--- src/rtl/uart_pkg.sv ---
// Shared constants and FSM state type for the UART transmit queue.
package uart_pkg;

  localparam int unsigned ByteWidth          = 8;
  localparam int unsigned DefaultDepth       = 16;
  localparam int unsigned DefaultBusyTimeout = 4;

  typedef enum logic [1:0] {
    StIdle,
    StLaunch,
    StWaitBusy,
    StWaitDone
  } tx_queue_state_t;

endpackage

--- src/rtl/uart_fifo.sv ---
// Synchronous single-clock FIFO with first-word-fall-through head.
// A write while full is dropped and flagged on o_overflow one cycle later.
module uart_fifo
  import uart_pkg::*;
#(
  parameter  int unsigned Depth  = DefaultDepth,
  localparam int unsigned PtrW   = $clog2(Depth),
  localparam int unsigned LevelW = PtrW + 1
) (
  input  logic                 i_clk,
  input  logic                 i_rst,
  input  logic                 i_wr_valid,
  input  logic [ByteWidth-1:0] i_wr_data,
  output logic                 o_wr_ready,
  input  logic                 i_rd_pop,
  output logic [ByteWidth-1:0] o_rd_data,
  output logic [LevelW-1:0]    o_level,
  output logic                 o_empty,
  output logic                 o_full,
  output logic                 o_overflow
);

  logic [ByteWidth-1:0] mem_q [Depth];
  logic [PtrW-1:0]      wr_ptr_q, rd_ptr_q;
  logic [LevelW-1:0]    count_q, count_d;
  logic                 overflow_q;
  logic                 push, pop, drop;

  assign o_full     = (count_q == LevelW'(Depth));
  assign o_empty    = (count_q == '0);
  assign o_wr_ready = ~o_full;
  assign o_level    = count_q;
  assign o_rd_data  = mem_q[rd_ptr_q];
  assign o_overflow = overflow_q;

  // A pop on the same cycle never frees room for a write that arrived while full.
  assign push = i_wr_valid & ~o_full;
  assign drop = i_wr_valid & o_full;
  assign pop  = i_rd_pop & ~o_empty;

  always_comb begin
    count_d = count_q;
    unique case ({push, pop})
      2'b10:   count_d = count_q + LevelW'(1);
      2'b01:   count_d = count_q - LevelW'(1);
      default: count_d = count_q;
    endcase
  end

  always_ff @(posedge i_clk) begin
    if (i_rst) begin
      wr_ptr_q   <= '0;
      rd_ptr_q   <= '0;
      count_q    <= '0;
      overflow_q <= 1'b0;
    end else begin
      if (push) wr_ptr_q <= wr_ptr_q + PtrW'(1);
      if (pop)  rd_ptr_q <= rd_ptr_q + PtrW'(1);
      count_q    <= count_d;
      overflow_q <= drop;
    end
  end

  always_ff @(posedge i_clk) begin
    if (push) mem_q[wr_ptr_q] <= i_wr_data;
  end

endmodule

--- src/rtl/uart_tx_queue.sv ---
// Byte queue feeding a uart_tx: pops one byte per launch and tracks the busy handshake.
// Define UART_TX_QUEUE_STATS_EN to add drop-count and high-water-mark outputs.
module uart_tx_queue
  import uart_pkg::*;
#(
  parameter  int unsigned Depth       = DefaultDepth,
  parameter  int unsigned BusyTimeout = DefaultBusyTimeout,
  localparam int unsigned LevelW      = $clog2(Depth) + 1
) (
  input  logic                 i_clk,
  input  logic                 i_rst,
  input  logic                 i_wr_valid,
  input  logic [ByteWidth-1:0] i_wr_byte,
  output logic                 o_wr_ready,
  output logic                 o_tx_enable,
  output logic [ByteWidth-1:0] o_tx_data,
  input  logic                 i_tx_busy,
  output logic [LevelW-1:0]    o_level,
  output logic                 o_empty,
  output logic                 o_full,
  output logic                 o_overflow
`ifdef UART_TX_QUEUE_STATS_EN
  ,
  output logic [15:0]          o_drop_count,
  output logic [LevelW-1:0]    o_max_level
`endif
);

  localparam int unsigned TimerW = $clog2(BusyTimeout + 1);

  tx_queue_state_t      state_q, state_d;
  logic [TimerW-1:0]    timer_q;
  logic [ByteWidth-1:0] tx_data_q;
  logic [ByteWidth-1:0] head_byte;
  logic                 fifo_pop;
  logic                 timeout;

  uart_fifo #(
    .Depth (Depth)
  ) u_fifo (
    .i_clk      (i_clk),
    .i_rst      (i_rst),
    .i_wr_valid (i_wr_valid),
    .i_wr_data  (i_wr_byte),
    .o_wr_ready (o_wr_ready),
    .i_rd_pop   (fifo_pop),
    .o_rd_data  (head_byte),
    .o_level    (o_level),
    .o_empty    (o_empty),
    .o_full     (o_full),
    .o_overflow (o_overflow)
  );

  assign timeout = (timer_q == TimerW'(BusyTimeout - 1));

  always_ff @(posedge i_clk) begin
    if (i_rst) state_q <= StIdle;
    else       state_q <= state_d;
  end

  always_comb begin
    state_d = state_q;
    unique case (state_q)
      StIdle:     if (!o_empty && !i_tx_busy) state_d = StLaunch;
      StLaunch:   state_d = StWaitBusy;
      StWaitBusy: begin
        if (i_tx_busy)    state_d = StWaitDone;
        else if (timeout) state_d = StIdle;
      end
      StWaitDone: if (!i_tx_busy) state_d = StIdle;
      default:    state_d = StIdle;
    endcase
  end

  always_comb begin
    o_tx_enable = (state_q == StLaunch);
    fifo_pop    = (state_q == StIdle) && !o_empty && !i_tx_busy;
  end

  // A missing busy response is treated as a completed send after BusyTimeout cycles.
  always_ff @(posedge i_clk) begin
    if (i_rst || state_q != StWaitBusy) timer_q <= '0;
    else                                timer_q <= timer_q + TimerW'(1);
  end

  always_ff @(posedge i_clk) begin
    if (i_rst)         tx_data_q <= '0;
    else if (fifo_pop) tx_data_q <= head_byte;
  end

  assign o_tx_data = tx_data_q;

`ifdef UART_TX_QUEUE_STATS_EN
  logic [15:0]       drop_count_q;
  logic [LevelW-1:0] max_level_q;

  always_ff @(posedge i_clk) begin
    if (i_rst) begin
      drop_count_q <= '0;
      max_level_q  <= '0;
    end else begin
      if (i_wr_valid && o_full && drop_count_q != 16'hFFFF) drop_count_q <= drop_count_q + 16'd1;
      if (o_level > max_level_q) max_level_q <= o_level;
    end
  end

  assign o_drop_count = drop_count_q;
  assign o_max_level  = max_level_q;
`endif

endmodule

--- config.mk ---
export PLATFORM = sky130hd
export DESIGN_NAME = uart_tx_queue
export DESIGN_NICKNAME = d
export VERILOG_FILES = /design/src/rtl/uart_pkg.sv /design/src/rtl/uart_fifo.sv /design/src/rtl/uart_tx_queue.sv
export SDC_FILE = /design/constraint.sdc
export NUM_CORES = 1
export LEC_CHECK = 0
export ABC_CLOCK_PERIOD_IN_PS = 3000
export CAP_MARGIN = 10
export CORE_MARGIN = 2
export CORE_UTILIZATION = 45
export DETAILED_ROUTE_END_ITERATION = 12
export PLACE_DENSITY = 0.64
export SLEW_MARGIN = 15
export SYNTH_ARGS = -nofsm -noshare
export SYNTH_HDL_FRONTEND = slang
export SYNTH_SLANG_ARGS = --single-unit
--- constraint.sdc ---
create_clock -name i_clk -period 3 [get_ports i_clk]
set_input_delay 0.45 -clock i_clk [delete_from_list [all_inputs] [get_ports i_clk]]
set_output_delay 0.45 -clock i_clk [all_outputs]
set_load 0.01 [all_outputs]
Run 1, clock wires, drivers and flops:
Bar = 20 um.
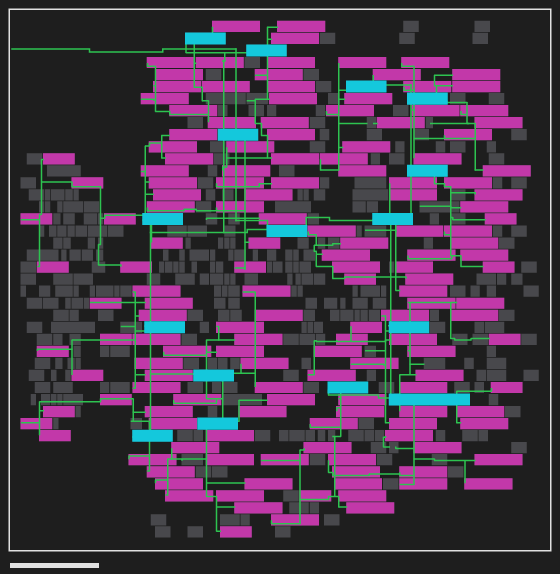
- cyan: clock drivers (count 17)
- green: clock wires (length 1680 um)
- magenta: flip-flops (count 155)
- routed clock nets: 18

Run 1, the metal 3 layer:
Bar = 20 um. Cells faint in the background.
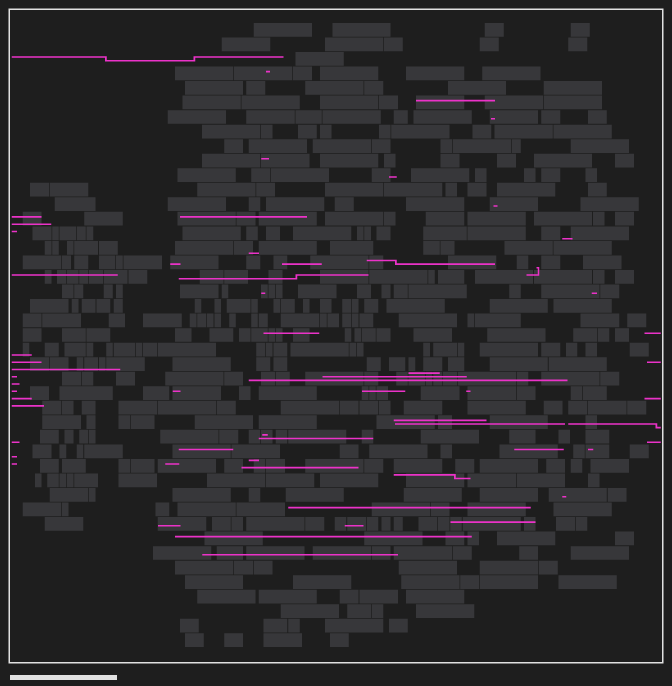
- share of all routed wire: 5.4%
- longest straight run: 59.3 um
- wire length on this layer: 674 um
- nets with wire on the layer: 41
- main direction: horizontal

Run 1, the metal 2 layer:
Cells faint in the background.
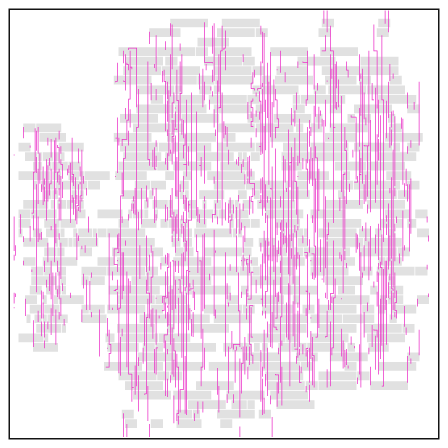
- main direction: vertical
- nets with wire on the layer: 402
- share of all routed wire: 48%
- longest straight run: 73.8 um

==> results.json, run 1 <==
{
  "drive_gt1_frac": 0.168,
  "crit_end": "u_fifo.o_level[4]",
  "cp_data_arrival_time_ns": 3.12,
  "whs_path_depth": 1,
  "tightest_slew_ns": 0.739,
  "p_comb_uw": 995,
  "first_global_vias": 3485,
  "finalInstanceArea_um2": 7500,
  "cpPeakStageDelay_ns": 0.47,
  "antenna_left": 0,
  "edf_count": 128,
  "r2r-start": "u_fifo.o_level[0]",
  "p_int_uw": 4220,
  "outcome": "finished, final reports clean",
  "initCoreUtil": 0.457,
  "hold_path_startpoint": "timer_q[0]",
  "cpLargestDelayFamily": "simple AND/OR/NAND/NOR gates",
  "synthDistinctLibCells": 39,
  "seq_area_um2": 4390,
  "cts_hold_buf": 0,
  "reg2reg_to": "u_fifo.o_level[4]",
  "ys_top_logic_family": "multiplexers",
  "htree_levels": 4,
  "post_cts_resized": 0,
  "skew_ns": 0.00748,
  "drv_slew": 0,
  "antenna_cells": 0,
  "grt_overflow": 0,
  "r2r_cells": 10,
  "yosys.area_share.aoi": 0.0613,
  "fillers": 1107,
  "crit_required_ns": 3.30,
  "dieWidth_um": 122,
  "power_leader": "registers",
  "clock_sink_count": 155
}
-- run 1: through the flow --
stage | utilization | setup WS (ns) | TNS [ns] | power, uW | std cells
2_1_floorplan | - | 0.0333 | 0 | 3240 | 409
3_3_place_gp | 0.502 | -0.0245 | -0.0245 | 3570 | 624
3_5_place_dp | 0.502 | -0.0644 | -0.0644 | 3600 | 624
4_1_cts | 0.547 | 0.172 | 0 | 5720 | 656
5_1_grt | 0.547 | 0.00932 | 0 | 5920 | 656
6_report | 0.547 | 0.181 | 0 | 5690 | 656
-- run 1: cells in the final DEF (no fill, tap or decap), types with 2 or more instances in the layout --
cell,Yosys,layout
nand3_1,2,2
nor2_2,8,8
nand3b_1,4,4
nor4_1,7,7
edfxtp_1,128,128
or3b_1,2,2
inv_1,11,11
dfxtp_1,27,26
nor3_1,6,6
clkinv_2,0,2
mux2i_1,62,62
clkinvlp_4,0,3
clkbuf_8,0,5
buf_4,2,25
xnor2_1,3,3
nor2_1,35,35
inv_4,0,2
a21oi_1,7,7
clkdlybuf4s50_1,0,29
nand4_1,2,2
o21ai_1,2,2
nor2b_1,2,2
o22ai_1,30,30
a211oi_2,8,8
mux4_2,2,2
clkbuf_16,0,20
ha_1,11,11
nand2b_1,3,3
xor2_1,5,5
nand2_1,11,11
-- run 1: cell type report --
class	count	area share
clock buffers	25	0.0759
clock inverters	7	0.00601
inverters	11	0.00550
multi-input cells	223	0.231
flip-flops and latches	155	0.585
well taps	180	0.0300
repair buffers	55	0.0664
-- run 1: metal layers --
layer  wire, um  share of wire  up-vias  track usage
met4        386          0.031        0       0.0891
li1           -              -     1667            -
met1       5420           0.44     1686        0.236
met3        673          0.054       28       0.0417
met5          0              0        -            0
met2       5930           0.48       82        0.283
==> run 2, diff against run 1 <==
--- a/config.mk
+++ b/config.mk
@@ -10,6 +10,7 @@
 export CORE_MARGIN = 2
 export CORE_UTILIZATION = 45
 export DETAILED_ROUTE_END_ITERATION = 12
+export GPL_TIMING_DRIVEN = 0
 export PLACE_DENSITY = 0.64
 export SLEW_MARGIN = 15
 export SYNTH_ARGS = -nofsm -noshare
==> run 2 against run 1 <==
Compared with the run above:
- die area stayed put
- via count increased by 2.8%
- hold slack improved by 0.011 ns
- maximum frequency decreased by 2.2%
- register-to-register slack got worse by 0.06 ns
- count of clock-buffer cells in the layout shrank 6
- sequential power about the same
- final area is 0.98% lower
- clock skew about the same
- synthesized cell count did not move
- sequential share of layout area up 0.56 points
- critical path type is now in2reg
==> results.json, run 2 <==
{
  "grt_overflow": 0,
  "tns_ns": 0,
  "power_uw": 5740,
  "placed_cells": 617,
  "mostFrequentLayoutCells": "edfxtp_1 (128), mux2i_1 (62), nor2_1 (35), o22ai_1 (30), clkdlybuf4s50_1 (28)",
  "final_common_cell": "edfxtp_1",
  "ys_cells": 409,
  "clock_sink_count": 155,
  "p_int_uw": 4250,
  "largest_reg_flops": 128,
  "tightest_slew_ns": 0.905,
  "p_comb_uw": 1090,
  "fillers": 1110,
  "drv_slew": 0,
  "first_global_vias": 3513,
  "hold_path_startpoint": "timer_q[0]",
  "p_per_area_nw_per_um2": 773,
  "finalInstanceArea_um2": 7430,
  "antenna_found_initial": 0,
  "ys_top_logic_family": "multiplexers",
  "outcome": "finished, final reports clean",
  "min_period_ns": 2.88,
  "r2r-start": "u_fifo.o_level[1]",
  "peakVddDrop_mv": 0.439,
  "wire_per_inst_um": 20.0,
  "dp_slack_ns": -0.672,
  "skew_ns": 0.00738,
  "antenna_cells": 0,
  "fin_cells": 653,
  "grt_start_max_net_pins": 17,
  "seq_area_um2": 4390,
  "area_growth_pct": 18.5,
  "edf_count": 128,
  "antenna_left": 0,
  "path_max_fanout": 4,
  "initCoreUtil": 0.457,
  "grt_pass1_wl_um": 19900,
  "cp_data_arrival_time_ns": 3.19,
  "yosys.area_share.aoi": 0.0613,
  "crit_required_ns": 3.30,
  "drive_gt1_frac": 0.159,
  "fin_util": 0.541
}
==> run 2: netlist changes by cell type in the layout (fill, tap and decap cells not counted), sizes merged <==
cell | before | now
bufinv | 0 | 3
clkbuf | 25 | 24
clkinvlp | 3 | 5
clkdlybuf4s50 | 29 | 28
inv | 13 | 11
clkinv | 2 | 5
buf | 26 | 19
==> run 2: critical path, stage by stage <==
cell	delay [ns]
clkdlybuf4s50_1	0.48
a2111oi_4	0.39
buf_6	0.15
ha_2	0.21
inv_1	0.09
fa_1	0.41
nor2b_2	0.15
o21ai_1	0.08
nand3_1	0.08
or3b_1	0.36
mux2_1	0.32
==> run 2: layout make-up <==
cell class              count  area share
flip-flops and latches    155       0.591
multi-input cells         223       0.238
clock buffers              19      0.0583
repair buffers             32      0.0418
well taps                 180      0.0303
clock inverters            13      0.0204
plain buffers              20      0.0152
inverters                  11     0.00556
==> run 2: timing repair <==
item / 4_1_cts / 5_1_grt
pin swaps: 2 / 2
setup endpoints to repair: 1 / 1
buffers inserted: 3 / 1
hold buffers: 0 / 0
resized: 1 / 5
==> run 2: path summary, 6_finish.rpt <==
check / depth (start not counted) / to / slack [ns]
max: 11 / u_fifo.o_level[4] / 0.12
min: 1 / timer_q[0] / 0.43
max reg2reg: 11 / u_fifo.o_level[4] / 0.12
min reg2reg: 1 / timer_q[0] / 0.43
==> run 2: logic make-up after synthesis <==
group / after synthesis
fa+ha+maj: 12
flops: 155
mux: 65
xor+xnor: 8
compound gates: 51
buf+inv: 31
simple gates: 87
==> run 2: routing by layer <==
metal  wire (um)  up-vias  GRT usage
met2        6290      108      0.301
li1            -     1654          -
met3         753       24     0.0538
met4         287        0     0.0697
met1        5750     1775      0.249
met5           0        -          0
Run 2, routing congestion:
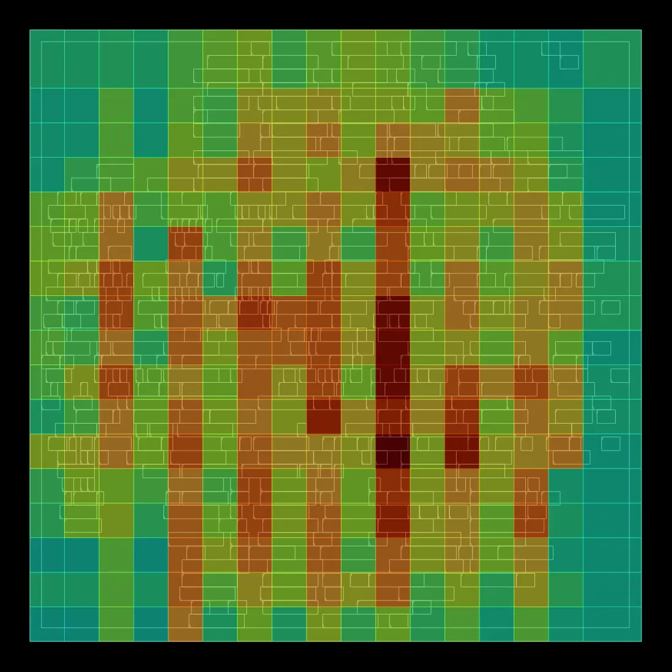
busiest grt layer: met2
met2 Track Usage GR: 0.301
met1 Use GR: 0.249
global-route usage over all layers: 0.190
global routing usage on met3: 0.0538

Run 2, clock wires, drivers and flops:
Bar = 20 um.
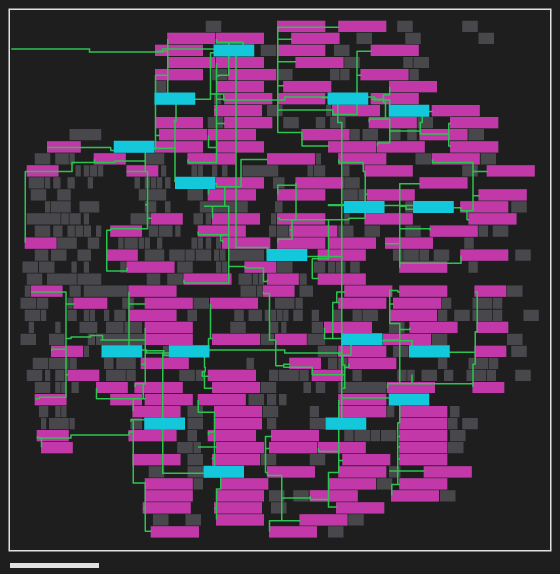
- green: clock wires (length 1630 um)
- magenta: flip-flops (count 155)
- cyan: clock drivers (count 17)
- routed clock nets: 18

==> run 3, diff against run 2 <==
--- a/config.mk
+++ b/config.mk
@@ -8,10 +8,10 @@
 export ABC_CLOCK_PERIOD_IN_PS = 3000
 export CAP_MARGIN = 10
 export CORE_MARGIN = 2
-export CORE_UTILIZATION = 45
+export CORE_UTILIZATION = 35
 export DETAILED_ROUTE_END_ITERATION = 12
 export GPL_TIMING_DRIVEN = 0
-export PLACE_DENSITY = 0.64
+export PLACE_DENSITY = 0.54
 export SLEW_MARGIN = 15
 export SYNTH_ARGS = -nofsm -noshare
 export SYNTH_HDL_FRONTEND = slang
==> run 3 against run 2 <==
Compared with the run above:
- synthesized cell count did not move
- final area rose by 1.3%
- clock power barely moved
- synthesized area did not move
- critical path type is now reg2reg
- core utilization fell by 11 points
==> results.json, run 3 <==
{
  "area_growth_pct": 20.1,
  "cts_hold_buf": 0,
  "p_per_area_nw_per_um2": 769,
  "final_common_cell": "edfxtp_1",
  "skew_ns": 0.00797,
  "crit_buf_inv": 3,
  "slowest_stage": "a2111oi_4",
  "drv_slew": 0,
  "ys_top_logic_family": "multiplexers",
  "first_global_vias": 3658,
  "largest_reg_flops": 128,
  "grt_overflow": 0,
  "tns_ns": 0,
  "reg2reg_to": "u_fifo.o_level[4]",
  "mostFrequentLayoutCells": "edfxtp_1 (128), mux2i_1 (62), nor2_1 (35), o22ai_1 (30), clkdlybuf4s50_1 (27)",
  "cpLargestDelayFamily": "simple AND/OR/NAND/NOR gates",
  "antenna_left": 0,
  "path_depth": 12,
  "drive_gt1_frac": 0.168,
  "crit_required_ns": 3.30,
  "outcome": "finished, final reports clean",
  "antenna_cells": 0,
  "p_comb_uw": 1130,
  "ff2ff_setup_slack_ns": 0.12
}
run 3: how the worst min path moves through the flow:
stage                     cells past startpoint       start  slack [ns]    endpoint
after global placement                        1  timer_q[0]        0.41  timer_q[0]
after floorplan                               1  timer_q[0]        0.40  timer_q[0]
after global routing                          3   i_tx_busy        0.44  state_q[0]
after detailed placement                      1  timer_q[0]        0.42  timer_q[0]
after CTS                                     1  timer_q[0]        0.43  timer_q[0]
final                                         3   i_tx_busy        0.41  state_q[0]
run 3: per-stage QoR:
stage / cell area, um^2 / total power (uW) / cells
floorplan: 6270 / 3240 / 409
global placement: 6830 / 3600 / 662
detailed placement: 6850 / 3630 / 662
CTS: 7470 / 5780 / 697
global route: 7530 / 6030 / 700
finish: 7530 / 5790 / 700
run 3: kinds of logic (layout without fill, tap and decap cells):
kind of cell,Yosys count,in the layout
xor gates and xnor gates,8,8
buffers and inverters,31,97
DFF,155,155
AOI/OAI and AO/OA,51,51
adders and majority gates,12,12
and+or+nand+nor,87,87
muxes,65,65
run 3: timing repair:
action                                  in CTS  in global routing
pin swaps                                    3                  3
endpoints found under the hold margin        0                  0
setup buffers                                3                  3
endpoints found under the setup margin       1                  1
resized                                      4                 12
run 3: layout make-up:
cell class              instances  area (um^2)
plain buffers                  20          113
clock inverters                13          151
well taps                     225          282
inverters                      11         41.3
clock buffers                  19          433
fillers                      1577         9890
flip-flops and latches        155         4400
multi-input cells             223         1780
repair buffers                 34          328
run 3: routing by layer:
metal | up-vias | routed length (um)
met2 | 60 | 6490
met5 | - | 0
met4 | 0 | 223
met3 | 18 | 399
li1 | 1661 | -
met1 | 1757 | 5920
Run 3, wiring by layer:
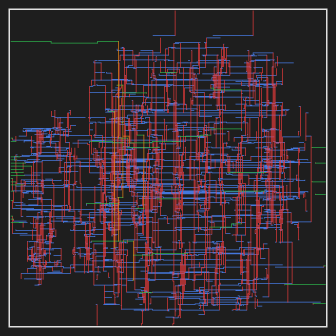
- orange: metal 4 (wire length 224 um)
- red: metal 2 (wire length 6490 um)
- green: metal 3 (wire length 399 um)
- blue: metal 1 (wire length 5920 um)

Run 3, routing congestion:
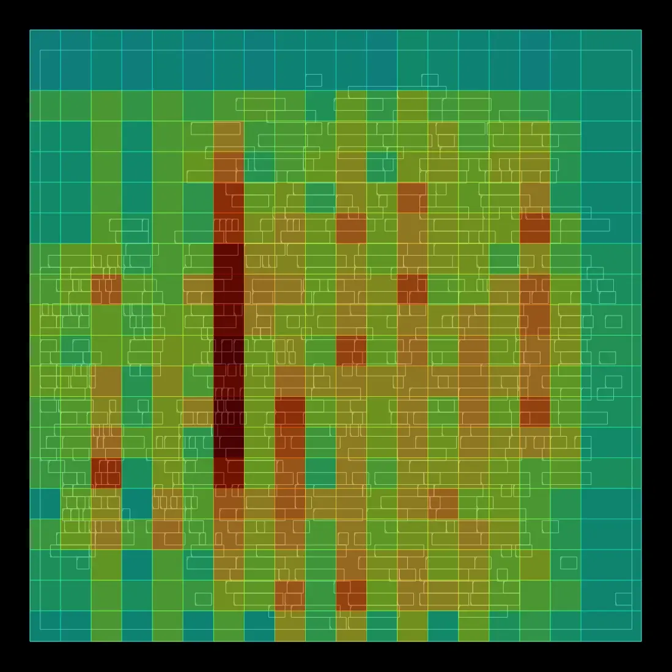
met1 Use GR: 0.182
global-route usage over all layers: 0.148
met2 Track Usage GR: 0.253
global routing usage on met3: 0.0386
WL per Instance: 18.6 um

Power is estimated from default activity; no workload was simulated.
